<file path="src/rtl/cal_offset_capture_if.sv">
// rtl/cal_offset_capture_if.sv - capture control handshake and calibration-memory write bus
interface cal_offset_capture_if #(
  parameter int W = 16
);
  logic                start;
  logic                abort;
  logic                busy;
  logic                done;
  logic                wr_en;
  logic [3:0]          wr_addr;
  logic signed [W-1:0] wr_data;

  modport master (
    input  start, abort,
    output busy, done, wr_en, wr_addr, wr_data
  );

  modport slave (
    output start, abort,
    input  busy, done, wr_en, wr_addr, wr_data
  );
endinterface

</file>
<file path="src/rtl/cal_offset_capture.sv">
// rtl/cal_offset_capture.sv - averages 2**LOG2_N frames of eight channels into offset words
module cal_offset_capture #(
  parameter int W      = 16,
  parameter int LOG2_N = 8
) (
  input  logic                clk_256fs,
  input  logic                rst_n,
  input  logic                clk_fs,
  input  logic signed [W-1:0] in0,
  input  logic signed [W-1:0] in1,
  input  logic signed [W-1:0] in2,
  input  logic signed [W-1:0] in3,
  input  logic signed [W-1:0] in4,
  input  logic signed [W-1:0] in5,
  input  logic signed [W-1:0] in6,
  input  logic signed [W-1:0] in7,
  cal_offset_capture_if.master bus
);
  localparam int AW = W + LOG2_N;

  typedef enum logic [2:0] {IDLE, WAIT_FS, ACCUM, EMIT, DONE} state_t;

  state_t               state_q;
  logic [2:0]           ch_q;
  logic [LOG2_N-1:0]    frm_q;
  logic                 fs_q;
  logic signed [AW-1:0] acc_q [8];
  logic signed [W-1:0]  smp_q [8];
  logic                 busy_q;
  logic                 done_q;
  logic                 wr_en_q;
  logic [3:0]           wr_addr_q;
  logic [W-1:0]         wr_data_q;

  logic signed [W-1:0]  in_w [8];
  logic                 fs_edge;
  logic signed [AW-1:0] acc_d;

  assign in_w[0] = in0;
  assign in_w[1] = in1;
  assign in_w[2] = in2;
  assign in_w[3] = in3;
  assign in_w[4] = in4;
  assign in_w[5] = in5;
  assign in_w[6] = in6;
  assign in_w[7] = in7;

  assign fs_edge = clk_fs & ~fs_q;
  // The one shared adder, steered by ch_q across the eight ACCUM cycles.
  assign acc_d = acc_q[ch_q] + {{LOG2_N{smp_q[ch_q][W-1]}}, smp_q[ch_q]};

  always_ff @(posedge clk_256fs or negedge rst_n) begin
    if (!rst_n) begin
      state_q   <= IDLE;
      ch_q      <= '0;
      frm_q     <= '0;
      fs_q      <= 1'b0;
      busy_q    <= 1'b0;
      done_q    <= 1'b0;
      wr_en_q   <= 1'b0;
      wr_addr_q <= '0;
      wr_data_q <= '0;
      for (int i = 0; i < 8; i++) begin
        acc_q[i] <= '0;
        smp_q[i] <= '0;
      end
    end else begin
      fs_q    <= clk_fs;
      done_q  <= 1'b0;
      wr_en_q <= 1'b0;
      if (bus.abort && state_q != IDLE) begin
        state_q <= IDLE;
        busy_q  <= 1'b0;
      end else begin
        case (state_q)
          IDLE: begin
            if (bus.start) begin
              for (int i = 0; i < 8; i++) acc_q[i] <= '0;
              frm_q   <= '0;
              busy_q  <= 1'b1;
              state_q <= WAIT_FS;
            end
          end
          WAIT_FS: begin
            if (fs_edge) begin
              for (int i = 0; i < 8; i++) smp_q[i] <= in_w[i];
              ch_q    <= '0;
              state_q <= ACCUM;
            end
          end
          ACCUM: begin
            acc_q[ch_q] <= acc_d;
            ch_q        <= ch_q + 3'd1;
            if (ch_q == 3'd7) begin
              frm_q   <= frm_q + LOG2_N'(1);
              state_q <= (frm_q == '1) ? EMIT : WAIT_FS;
            end
          end
          EMIT: begin
            // Dropping the low LOG2_N bits is the arithmetic shift, rounding toward -inf.
            wr_en_q   <= 1'b1;
            wr_addr_q <= {ch_q, 1'b0};
            wr_data_q <= acc_q[ch_q][AW-1:LOG2_N];
            ch_q      <= ch_q + 3'd1;
            if (ch_q == 3'd7) state_q <= DONE;
          end
          DONE: begin
            done_q  <= 1'b1;
            busy_q  <= 1'b0;
            state_q <= IDLE;
          end
          default: state_q <= IDLE;
        endcase
      end
    end
  end

  assign bus.busy    = busy_q;
  assign bus.done    = done_q;
  assign bus.wr_en   = wr_en_q;
  assign bus.wr_addr = wr_addr_q;
  assign bus.wr_data = wr_data_q;
endmodule

</file>
<file path="src/flat_wrapper.sv">
// flat-port wrapper written by rule: the top's interface ports become plain ports
module cal_offset_capture_flat 
#(
  parameter int W      = 16,
  parameter int LOG2_N = 8
)
  (clk_256fs, rst_n, clk_fs, in0, in1, in2, in3, in4, in5, in6, in7, bus_start, bus_abort, bus_busy, bus_done, bus_wr_en, bus_wr_addr, bus_wr_data);
  cal_offset_capture_if #(.W(W)) bus_i ();
  input  logic clk_256fs;
  input  logic rst_n;
  input  logic clk_fs;
  input  logic signed [W-1:0] in0;
  input  logic signed [W-1:0] in1;
  input  logic signed [W-1:0] in2;
  input  logic signed [W-1:0] in3;
  input  logic signed [W-1:0] in4;
  input  logic signed [W-1:0] in5;
  input  logic signed [W-1:0] in6;
  input  logic signed [W-1:0] in7;
  input wire logic [$bits(bus_i.start)-1:0] bus_start;
  input wire logic [$bits(bus_i.abort)-1:0] bus_abort;
  output wire logic [$bits(bus_i.busy)-1:0] bus_busy;
  output wire logic [$bits(bus_i.done)-1:0] bus_done;
  output wire logic [$bits(bus_i.wr_en)-1:0] bus_wr_en;
  output wire logic [$bits(bus_i.wr_addr)-1:0] bus_wr_addr;
  output wire logic [$bits(bus_i.wr_data)-1:0] bus_wr_data;
  assign bus_i.start = bus_start;
  assign bus_i.abort = bus_abort;
  assign bus_busy = bus_i.busy;
  assign bus_done = bus_i.done;
  assign bus_wr_en = bus_i.wr_en;
  assign bus_wr_addr = bus_i.wr_addr;
  assign bus_wr_data = bus_i.wr_data;
  cal_offset_capture #(.W(W), .LOG2_N(LOG2_N)) u_core (.clk_256fs(clk_256fs), .rst_n(rst_n), .clk_fs(clk_fs), .in0(in0), .in1(in1), .in2(in2), .in3(in3), .in4(in4), .in5(in5), .in6(in6), .in7(in7), .bus(bus_i));
endmodule
</file>
<file path="config.mk">
export PLATFORM = sky130hd
export DESIGN_NAME = cal_offset_capture_flat
export DESIGN_NICKNAME = d
export VERILOG_FILES = /design/src/rtl/cal_offset_capture_if.sv /design/src/rtl/cal_offset_capture.sv /design/src/flat_wrapper.sv
export SDC_FILE = /design/constraint.sdc
export NUM_CORES = 1
export LEC_CHECK = 0
export ABC_AREA = 1
export CAP_MARGIN = 40
export CORE_MARGIN = 8
export CORE_UTILIZATION = 28
export CTS_CLUSTER_SIZE = 30
export DETAILED_ROUTE_END_ITERATION = 8
export GPL_ROUTABILITY_DRIVEN = 1
export HOLD_SLACK_MARGIN = 0.08
export SLEW_MARGIN = 5
export SYNTH_ARGS = -nofsm -noshare
export SYNTH_HDL_FRONTEND = slang
export SYNTH_SLANG_ARGS = --single-unit
</file>
<file path="constraint.sdc">
create_clock -name clk_256fs -period 4 [get_ports clk_256fs]
set_input_delay 0.8 -clock clk_256fs [delete_from_list [all_inputs] [get_ports clk_256fs]]
set_output_delay 0.8 -clock clk_256fs [all_outputs]
set_load 0.01 [all_outputs]
</file>
Fig. 1: routed clock nets over the placement
The bar under the picture is 100 um long.
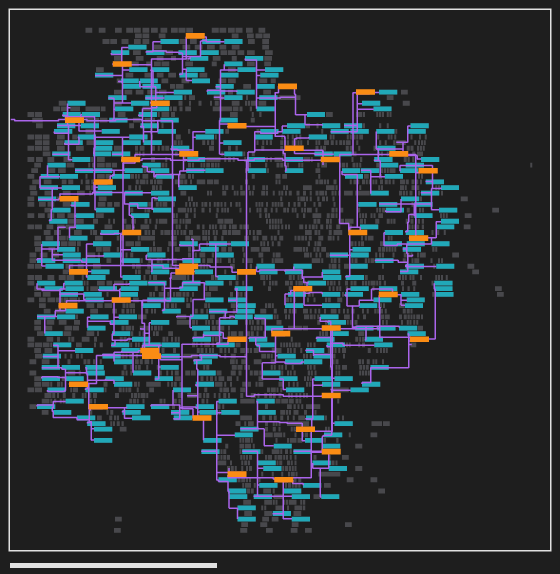
legend:
  purple:
    item: clock wires
    length: 4850 um
  cyan:
    item: flip-flops
    count: 357
  orange:
    item: clock drivers
    count: 40
routed clock nets: 41

Fig. 2: the clock network
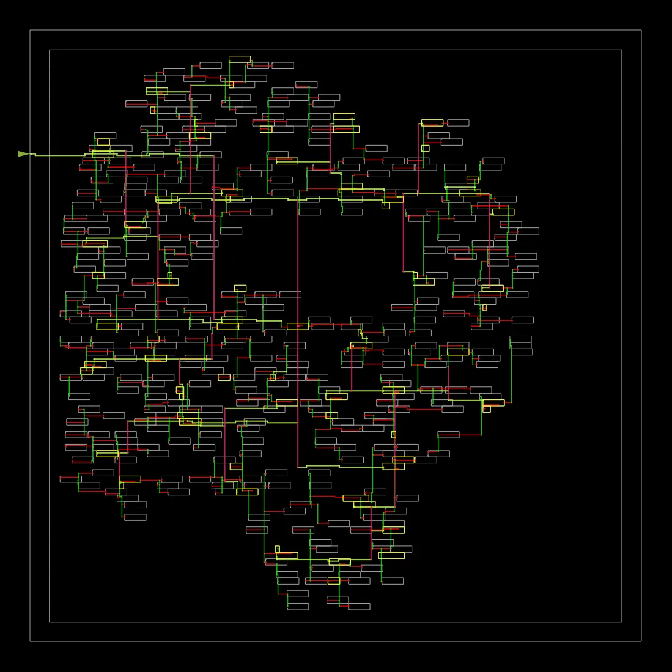
count of clock tree sinks: 357
clk ins delay skew pair: 0.57 ns
clock buffers created by TritonCTS: 40
power attributed to the clock group: 0.00380 W

==> impl_metrics.xml <==
<?xml version="1.0" encoding="UTF-8"?>
<metrics>
  <group name="finish">
    <metric name="final_cell_area" unit="sq mm">0.0212</metric>
    <metric name="layout.area.comb" unit="sq mm">0.00717</metric>
    <metric name="logic_gate_count" unit="">1335</metric>
    <metric name="finish.utilization" unit="">0.354</metric>
    <metric name="stdcell_count" unit="">2897</metric>
    <metric name="nFillCells" unit="">6117</metric>
    <metric name="layout.clock.cell_area_share" unit="">0.0647</metric>
    <metric name="drive_above_1_share" unit="">0.134</metric>
    <metric name="flops" unit="">357</metric>
    <metric name="buffer_area_frac" unit="">0.109</metric>
    <metric name="largest_register_ffs" unit="">192</metric>
    <metric name="area.growth.synth_to_final" unit="%">25.7</metric>
    <metric name="layout.cells.largest_class" unit="">sequential cells</metric>
    <metric name="comb-cell-share" unit="">0.338</metric>
    <metric name="reg_with_most_ffs" unit="">u_core.acc_q</metric>
    <metric name="post_layout_nets" unit="">2243</metric>
    <metric name="final_cell_mix" unit="">nand2_1 (655), dfrtp_1 (357), clkdlybuf4s50_1 (153), nand3_1 (130), o21ai_0 (125)</metric>
  </group>
  <group name="synth">
    <metric name="syn_nets" unit="">2050</metric>
    <metric name="cell_total_in_the_yosys_stat_output" unit="">1890</metric>
    <metric name="flop_cell" unit="">dfrtp_1</metric>
    <metric name="synth_sequential_area_ratio" unit="">0.530</metric>
    <metric name="synth_area_per_cell" unit="sq um">8.92</metric>
    <metric name="netlist.top_cell.by_instances" unit="">nand2_1</metric>
    <metric name="synth_area" unit="sq mm">0.0169</metric>
    <metric name="synth-seq-cells" unit="">357</metric>
    <metric name="edf_count" unit="">0</metric>
    <metric name="async_set_reset_flop_share_out_of_synthesis" unit="">1.00</metric>
    <metric name="synth.comb.largest_family" unit="">simple AND/OR/NAND/NOR gates</metric>
    <metric name="area_leaders" unit="">dfrtp_1 (53%), nand2_1 (15%), mux2_2 (7.7%)</metric>
    <metric name="synth_compound_gate_area_share" unit="">0.0982</metric>
    <metric name="simple_gate_share" unit="">0.220</metric>
    <metric name="yosysWarningCount" unit="">0</metric>
    <metric name="top_cells_by_count" unit="">nand2_1 (656), dfrtp_1 (357), nand3_1 (131), o21ai_0 (125), mux2_2 (116)</metric>
    <metric name="count_of_unique_library_cells_instantiated_by_yosys" unit="">38</metric>
    <metric name="yosys.area_share.adder" unit="">0.0205</metric>
    <metric name="post-synth-top-area-cell" unit="">dfrtp_1</metric>
    <metric name="synthesis.instances" unit="">1890</metric>
    <metric name="proportion_of_synthesized_area_in_mux_cells" unit="">0.0775</metric>
  </group>
  <group name="critical_path">
    <metric name="setup.worst_path.class" unit="">register to register</metric>
    <metric name="critical_path.top_delay_family" unit="">simple AND/OR/NAND/NOR gates</metric>
    <metric name="worst-path-max-fanout" unit="">18</metric>
    <metric name="cp.buffers_inverters" unit="">5</metric>
    <metric name="endpoint" unit="">u_core.acc_q[92]</metric>
    <metric name="cpMostUsedCell" unit="">nand3_1</metric>
    <metric name="endpoint_kind" unit="">register</metric>
    <metric name="startpoint_of_the_worst_register_to_register_path" unit="">u_core.ch_q[2]</metric>
    <metric name="cell_breakdown_of_the_critical_path" unit="">inv_1 -&gt; buf_4 -&gt; nand3_1 -&gt; inv_2 -&gt; buf_4 -&gt; a221oi_4 -&gt; nand4_1 -&gt; ha_1 -&gt; buf_4 -&gt; nand4_1 -&gt; nor3_2 -&gt; nand3_1 -&gt; nand3_1 -&gt; nand2_1 -&gt; nand3_1 -&gt; nand2_1</metric>
    <metric name="required" unit="ns">4.44</metric>
    <metric name="critPathArrivalTime" unit="ns">4.23</metric>
    <metric name="crit_path_start" unit="">u_core.ch_q[2]</metric>
    <metric name="critical_path.reg2reg.endpoint" unit="">u_core.acc_q[92]</metric>
    <metric name="regToRegSetupSlack" unit="ns">0.21</metric>
    <metric name="critical_path.startpoint_type" unit="">register</metric>
  </group>
  <group name="timing">
    <metric name="fin_ws" unit="ns">0.206</metric>
    <metric name="setup_repair_after_global_routing_missed_its_margin" unit="">no</metric>
    <metric name="report.final.slew_viol_count" unit="">0</metric>
    <metric name="timing.final.crit_share" unit="">0.949</metric>
    <metric name="fin_hold_ws" unit="ns">0.264</metric>
    <metric name="timing.slew.headroom" unit="">0.430</metric>
    <metric name="setup_viol" unit="">0</metric>
    <metric name="min_clock_period_post_route" unit="ns">3.79</metric>
    <metric name="max_slew.worst_pin.slew" unit="ns">0.856</metric>
  </group>
  <group name="die">
    <metric name="floorplan.die_area" unit="sq mm">0.0683</metric>
    <metric name="floorplan.die.width" unit="um">261</metric>
    <metric name="initCoreUtil" unit="">0.281</metric>
    <metric name="core.rowCount" unit="">90</metric>
    <metric name="fp.coreArea" unit="sq mm">0.0599</metric>
    <metric name="well_tap_count" unit="">782</metric>
    <metric name="top_level_ports" unit="">156</metric>
  </group>
  <group name="place">
    <metric name="dp_cells" unit="">2821</metric>
    <metric name="placement.setup.worst_slack" unit="ns">-0.185</metric>
    <metric name="port-buffer-count" unit="">154</metric>
    <metric name="finalWeightedCongestion" unit="">0.933</metric>
    <metric name="hpwl" unit="mm">40.3</metric>
  </group>
  <group name="cts">
    <metric name="post_cts.repair.setup_buffers" unit="">0</metric>
    <metric name="clock_tree.root_cell" unit="">clkbuf_16</metric>
    <metric name="clk_transition_reported_paths" unit="ns">0.06</metric>
    <metric name="ctsLongestPathBuffers" unit="">3</metric>
    <metric name="post_cts.resized_instances" unit="">1</metric>
    <metric name="htree_levels" unit="">2</metric>
  </group>
  <group name="detailed_routing">
    <metric name="detailroute.wirelength.met2" unit="mm">27.2</metric>
    <metric name="drtPass1Iterations" unit="">5</metric>
    <metric name="routedWlPerCell" unit="um">19.9</metric>
    <metric name="dr.first_iter.drc_count" unit="">1491</metric>
    <metric name="final_antenna_net_count" unit="">0</metric>
    <metric name="route.detailed.vias_per_inst" unit="">5.03</metric>
    <metric name="drc" unit="">0</metric>
    <metric name="met1Wirelength" unit="mm">24.6</metric>
  </group>
  <group name="grt">
    <metric name="globalRoute.busiestLayer" unit="">met2</metric>
    <metric name="groute.usage.overall" unit="">0.168</metric>
    <metric name="grt_pass1_wl" unit="mm">89.1</metric>
    <metric name="globalRouteMet1Util" unit="">0.216</metric>
    <metric name="grt-ovfl-total" unit="">0</metric>
    <metric name="grt_antenna_before_repair" unit="">0</metric>
    <metric name="grt_use_met2" unit="">0.279</metric>
    <metric name="gr-usage-met3" unit="">0.0324</metric>
  </group>
  <group name="job">
    <metric name="tool_warnings" unit="">28</metric>
  </group>
  <group name="power">
    <metric name="peakVddDrop" unit="V">0.000361</metric>
    <metric name="post-layout-total-power" unit="W">0.0160</metric>
    <metric name="pwr_cell_area" unit="mW/mm^2">753</metric>
  </group>
  <group name="status">
    <metric name="status" unit="">finished, final reports clean</metric>
  </group>
  <group name="min_path">
    <metric name="min_path_type" unit="">input port to asynchronous set/reset pin</metric>
  </group>
</metrics>
Fig. 3: sizing map
The bar under the picture is 100 um long.
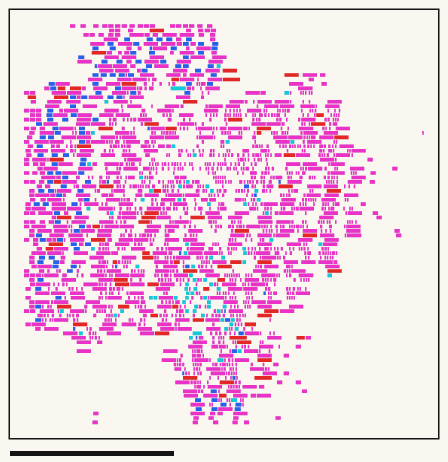
legend:
  magenta:
    size: _0 and _1 cells
    cells: 1832
    share: 87%
  red:
    size: _6 and larger
    cells: 72
    share: 3.4%
  cyan:
    size: _3 and _4 cells
    cells: 76
    share: 3.6%
  blue:
    size: _2 cells
    cells: 135
    share: 6.4%

Fig. 4: met4 routing
Supply wires on this layer in gray.
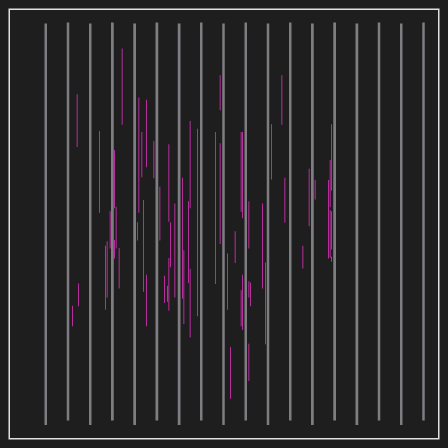
wire length on this layer: 2110 um
share of all routed wire: 3.7%
main direction: vertical
DRT Wirelength: 57.8 mm
Vias: 14558

==> worst min-delay path by stage <==
stage | startpoint | to | slack (ns) | cells past startpoint
4_1_cts | rst_n | u_core.smp_q[89] | 0.31 | 1
3_3_place_gp | u_core.acc_q[132] | u_core.acc_q[132] | 0.46 | 2
3_5_place_dp | u_core.acc_q[35] | u_core.acc_q[35] | 0.47 | 2
6_report | rst_n | u_core.smp_q[25] | 0.26 | 1
2_1_floorplan | u_core.acc_q[131] | u_core.acc_q[131] | 0.45 | 2
5_1_grt | rst_n | u_core.smp_q[25] | 0.33 | 1
==> report_power, final <==
group	internal [W]	leakage [nW]	total [W]	switching [W]
clock network	0.00228	0.689	0.00380	0.00152
logic	0.00236	4.79	0.00688	0.00452
registers	0.00466	4.71	0.00528	0.000611
total	0.00931	10.2	0.0160	0.00665
No activity file was given, so power comes from the tool's default toggle rates.
